$ cat src/rtl/sr_sched_pkg.sv
// rtl/sr_sched_pkg.sv - shared types and command encodings for the SR bank scheduler
package sr_sched_pkg;

  typedef enum logic [1:0] {
    IDLE  = 2'd0,
    ISSUE = 2'd1,
    CLR   = 2'd2,
    CHECK = 2'd3
  } state_t;

  localparam logic CMD_SET = 1'b1;
  localparam logic CMD_RST = 1'b0;

endpackage

$ cat src/rtl/sr_rr_arbiter.sv
// rtl/sr_rr_arbiter.sv - combinational round-robin pick starting at a parent-owned pointer
module sr_rr_arbiter #(
  parameter int NREQ = 4,
  parameter int PW   = (NREQ > 1) ? $clog2(NREQ) : 1
) (
  input  logic [NREQ-1:0] req,
  input  logic [PW-1:0]   ptr,
  input  logic            en,
  output logic [NREQ-1:0] win_oh,
  output logic [PW-1:0]   win_idx,
  output logic            win_vld
);

  always_comb begin
    int k;
    k       = 0;
    win_oh  = '0;
    win_idx = '0;
    win_vld = 1'b0;
    for (int i = 0; i < NREQ; i++) begin
      k = int'(ptr) + i;
      if (k >= NREQ) k = k - NREQ;
      if (en && !win_vld && req[k]) begin
        win_vld   = 1'b1;
        win_oh[k] = 1'b1;
        win_idx   = PW'(k);
      end
    end
  end

endmodule

$ cat src/rtl/sr_bank_cmd_scheduler.sv
// rtl/sr_bank_cmd_scheduler.sv - arbitrates set/reset requests onto one SR flip-flop bank with readback check
module sr_bank_cmd_scheduler
  import sr_sched_pkg::*;
#(
  parameter int NREQ  = 4,
  parameter int NBITS = 8,
  parameter int IDXW  = $clog2(NBITS)
) (
  input  logic                 clk,
  input  logic                 rst_n,
  input  logic [NREQ-1:0]      req,
  input  logic [NREQ-1:0]      req_set,
  input  logic [NREQ*IDXW-1:0] req_idx,
  input  logic                 clr_all,
  input  logic                 err_clr,
  input  logic [NBITS-1:0]     q_in,
  output logic [NREQ-1:0]      gnt,
  output logic [NBITS-1:0]     s_out,
  output logic [NBITS-1:0]     r_out,
  output logic                 busy,
  output logic                 err,
  output logic [IDXW-1:0]      err_idx
);

  localparam int PW = (NREQ > 1) ? $clog2(NREQ) : 1;
  localparam int DW = 2 ** IDXW;

  state_t          state;
  logic [PW-1:0]   ptr;
  logic [PW-1:0]   win_q;
  logic            set_q;
  logic [IDXW-1:0] idx_q;
  logic            clr_pend;
  logic            was_clr;

  logic [NREQ-1:0] win_oh;
  logic [PW-1:0]   win_idx;
  logic            win_vld;
  logic            clr_go;

  assign clr_go = clr_pend | clr_all;

  sr_rr_arbiter #(.NREQ(NREQ), .PW(PW)) u_arb (
    .req     (req),
    .ptr     (ptr),
    .en      (state == IDLE && !clr_go),
    .win_oh  (win_oh),
    .win_idx (win_idx),
    .win_vld (win_vld)
  );

  // Decoding through a power-of-two wide vector makes out-of-range indices produce no pulse.
  logic [DW-1:0]    dec_full;
  logic [NBITS-1:0] idx_hit;
  logic             idx_ok;
  logic             q_bit;

  assign dec_full = {{(DW-1){1'b0}}, 1'b1} << idx_q;
  assign idx_hit  = dec_full[NBITS-1:0];
  assign idx_ok   = |idx_hit;
  assign q_bit    = |(q_in & idx_hit);

  logic            mismatch;
  logic [IDXW-1:0] fail_idx;

  always_comb begin
    mismatch = 1'b0;
    fail_idx = idx_q;
    if (was_clr) begin
      mismatch = |q_in;
      for (int i = NBITS - 1; i >= 0; i--) begin
        if (q_in[i]) fail_idx = IDXW'(i);
      end
    end else begin
      mismatch = !idx_ok || (q_bit != set_q);
    end
  end

  always_comb begin
    gnt   = '0;
    s_out = '0;
    r_out = '0;
    case (state)
      ISSUE: begin
        gnt[win_q] = 1'b1;
        if (set_q == CMD_SET) s_out = idx_hit;
        else                  r_out = idx_hit;
      end
      CLR:     r_out = '1;
      default: ;
    endcase
  end

  assign busy = (state != IDLE);

  always_ff @(posedge clk or negedge rst_n) begin
    if (!rst_n) begin
      state   <= IDLE;
      ptr     <= '0;
      win_q   <= '0;
      set_q   <= CMD_RST;
      idx_q   <= '0;
      was_clr <= 1'b0;
    end else begin
      case (state)
        IDLE: begin
          if (clr_go) begin
            state   <= CLR;
            was_clr <= 1'b1;
          end else if (win_vld) begin
            state   <= ISSUE;
            was_clr <= 1'b0;
            win_q   <= win_idx;
            set_q   <= req_set[win_idx];
            idx_q   <= req_idx[int'(win_idx)*IDXW +: IDXW];
            ptr     <= (win_idx == PW'(NREQ - 1)) ? '0 : win_idx + 1'b1;
          end
        end
        ISSUE, CLR: state <= CHECK;
        default:    state <= IDLE;
      endcase
    end
  end

  always_ff @(posedge clk or negedge rst_n) begin
    if (!rst_n) clr_pend <= 1'b0;
    else        clr_pend <= clr_all | (clr_pend & (state != CLR));
  end

  // A fresh mismatch beats a simultaneous err_clr so the failure is never lost.
  always_ff @(posedge clk or negedge rst_n) begin
    if (!rst_n) begin
      err     <= 1'b0;
      err_idx <= '0;
    end else if (state == CHECK && mismatch && (!err || err_clr)) begin
      err     <= 1'b1;
      err_idx <= fail_idx;
    end else if (err_clr) begin
      err     <= 1'b0;
      err_idx <= '0;
    end
  end

endmodule

$ cat config.mk
export PLATFORM = sky130hd
export DESIGN_NAME = sr_bank_cmd_scheduler
export DESIGN_NICKNAME = d
export VERILOG_FILES = /design/src/rtl/sr_sched_pkg.sv /design/src/rtl/sr_rr_arbiter.sv /design/src/rtl/sr_bank_cmd_scheduler.sv
export SDC_FILE = /design/constraint.sdc
export NUM_CORES = 1
export LEC_CHECK = 0
export CAP_MARGIN = 20
export CORE_ASPECT_RATIO = 0.6
export CORE_MARGIN = 8
export CORE_UTILIZATION = 40
export CTS_BUF_LIST = sky130_fd_sc_hd__clkbuf_16
export DETAILED_ROUTE_END_ITERATION = 12
export DONT_BUFFER_PORTS = 1
export GPL_TIMING_DRIVEN = 0
export PLACE_DENSITY = 0.56
export SYNTH_ARGS = -nofsm -noshare
export SYNTH_HDL_FRONTEND = slang
export SYNTH_SLANG_ARGS = --single-unit
$ cat constraint.sdc
create_clock -name clk -period 2.1 [get_ports clk]
set_input_delay 0.21 -clock clk [delete_from_list [all_inputs] [get_ports clk]]
set_output_delay 0.21 -clock clk [all_outputs]
set_load 0.005 [all_outputs]
**Run 1: clock nets**

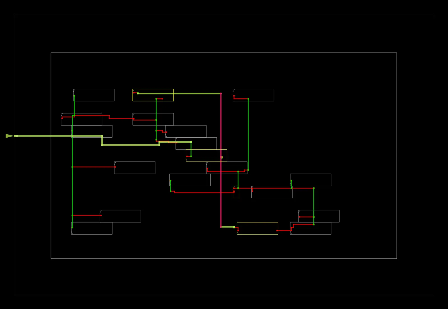
P_clk: 0.000382 W
Clock Sinks: 16

**Run 1: signal wires on met2**

(3 px per um)
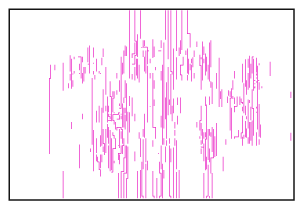
longest straight run: 28.6 um
main direction: vertical
GR Layer Usage met2: 21.1%
WL final: 4310 um

**Run 1: floorplan with the power grid**

(4 px per um) Pins as bars on the die edge. Tap cells in grey.
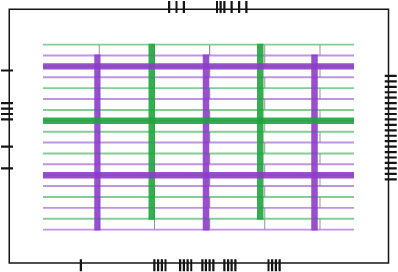
legend:
  purple:
    net: VSS
  green:
    net: VDD
met1 rails: 18
met5 straps: 3
met4 straps: 5
rows: 17
CORE AREA: 0.00359 mm^2
Die H: 63.1 um

==> reports/metrics.cfg, run 1 <==
[route]
wl_per_cell_um=18.8
wl_met1_um=1960
via_count=1366

[timing]
rsz0062_at_grt=false
fin_ws_ns=0.128
timing.final.crit_share_pct=93.9

[worst_setup_path]
r2r_cells=8
path_common_cell=inv_1

[status]
status=completed

[placed_design]
place_inst=224
placed_area_mm2=0.00154
port_buffers=0

[cells_and_area]
n_fill_cell=345
reg.largest.list=err_idx (3), idx_q (3)
nClkBuffers=3
combGateArea_um2=972
final_layout_size_suffix_gt1_share_pct=12.6
comb_share_pct=59.1
nNonClkInverters=13

[die]
placementRows=17
fp_util_pct=41.1

[power]
intPower_w=0.00128
powerSeq_w=0.000593
pwr-share-comb_pct=58.8
p_comb_w=0.00139
p_total_w=0.00237
clockPowerShare_pct=16.2
swShare_pct=45.8

[global_route]
grt-busiest-layer=met2
grt_usage_pct=14.4
overflow=0

[synth]
top_area_share_pct=27.1
yosys_area_mm2=0.00148
adder_share_pct=3.39
synthCells=177
ys_types=49
syn_area_mm2=0.00148

## Run 2: what changed since run 1
- ABC_AREA: unset -> 1
- CORE_ASPECT_RATIO: 0.6 -> 0.75
**Run 2: signal wires on met2**

(3 px per um)
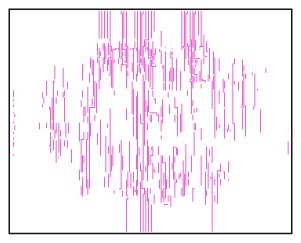
longest straight run: 31.6 um
share of all routed wire: 43%
wire length on this layer: 2,000 um
main direction: vertical
Vias: 1,691
WL final: 4630 um
GR Layer Usage met2: 20.7%

==> reports/metrics.cfg, run 2 <==
[status]
status=completed

[cells_and_area]
final_layout_size_suffix_gt1_share_pct=24.4  ; +12 points
comb_share_pct=59.4  ; +0.27 points
combGateArea_mm2=0.00121  ; +24%
nClkBuffers=3  ; unchanged

[synth]
synth_dominant_cell_count=nand2_1
synthMuxAreaShare_pct=0
adder_share_pct=2.77  ; -0.62 points
ys_types=35  ; -29%
syn_area_mm2=0.00181  ; +22%
yosys_area_mm2=0.00181  ; +22%
top_area_share_pct=22.1  ; -5.0 points
synthCells=266  ; +50%

[clocking]
cts_made_buffers=3
cts.sinks=16  ; unchanged
h-tree-depth=1

[power]
clockPowerShare_pct=14.4  ; -1.8 points
p_total_w=0.00262  ; +11%
powerSeq_w=0.000518  ; -13%
pwr-share-comb_pct=65.8  ; +7.0 points
p_comb_w=0.00173  ; +24%
intPower_w=0.00127  ; -1.1%

[worst_setup_path]
path_common_cell=nand2_2
r2r_cells=15  ; +7

[route]
wl_met1_um=2270  ; +16%
wl_per_cell_um=14.0  ; -26%

[timing]
fin_ws_ns=0.140  ; +0.0120 ns
timing.final.crit_share_pct=93.3  ; -0.57 points

[die]
dieHeight_um=74.2  ; +18%
fp_util_pct=41.0  ; -0.11 points
placementRows=21  ; +4
core_mm2=0.00441  ; +23%

[global_route]
grt_usage_pct=13.9  ; -0.44 points
overflow=0  ; unchanged
grt-busiest-layer=met2

[placed_design]
placed_area_mm2=0.00188  ; +22%
gp_congestion=0.835
port_buffers=0  ; unchanged
place_inst=323  ; +44%

## Run 3: what changed since run 2
- CTS_CLUSTER_SIZE: unset -> 14
- SLEW_MARGIN: unset -> 10
**Run 3: clock nets**

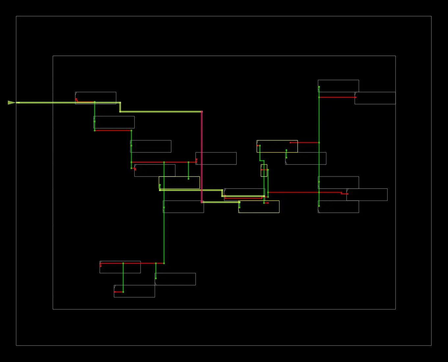
Flops: 16
number of clock buffers in the layout: 3
P_clk: 0.000378 W
Latency at later pin: 0.25 ns

==> reports/metrics.cfg, run 3 <==
[status]
status=completed

[worst_setup_path]
r2r_cells=15  ; unchanged

[synth]
top_area_share_pct=22.1  ; unchanged
synthCells=266  ; unchanged
synth_dominant_cell_count=nand2_1
syn_area_mm2=0.00181  ; unchanged
yosys_area_mm2=0.00181  ; unchanged
adder_share_pct=2.77  ; unchanged
ys_types=35  ; unchanged
synthMuxAreaShare_pct=0  ; unchanged

[route]
wl_um=4630  ; unchanged

[die]
fp_util_pct=41.0  ; unchanged
core_mm2=0.00441  ; unchanged

[placed_design]
gp_congestion=0.835  ; unchanged

[global_route]
overflow=0  ; unchanged
grt_use_met2_pct=20.7  ; unchanged

[power]
intPower_w=0.00127  ; unchanged
pwr-share-comb_pct=65.8  ; about the same
p_total_w=0.00262  ; unchanged
clockPowerShare_pct=14.4  ; about the same

[cells_and_area]
comb_share_pct=59.4  ; unchanged

[timing]
timing.final.crit_share_pct=93.3  ; unchanged

[clocking]
h-tree-depth=1  ; unchanged


==> screenshots <==
Signal wires on met3.
(3 px per um) Cells faint in the background.
picture 1
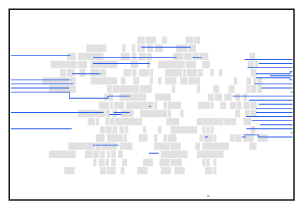
picture 2
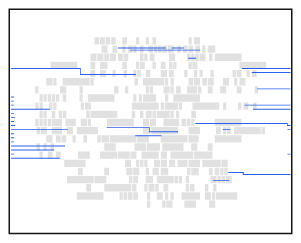
picture 2: run 3
picture 1: run 1
The one with the largest die is picture 2.

Power is estimated from default activity; no workload was simulated.
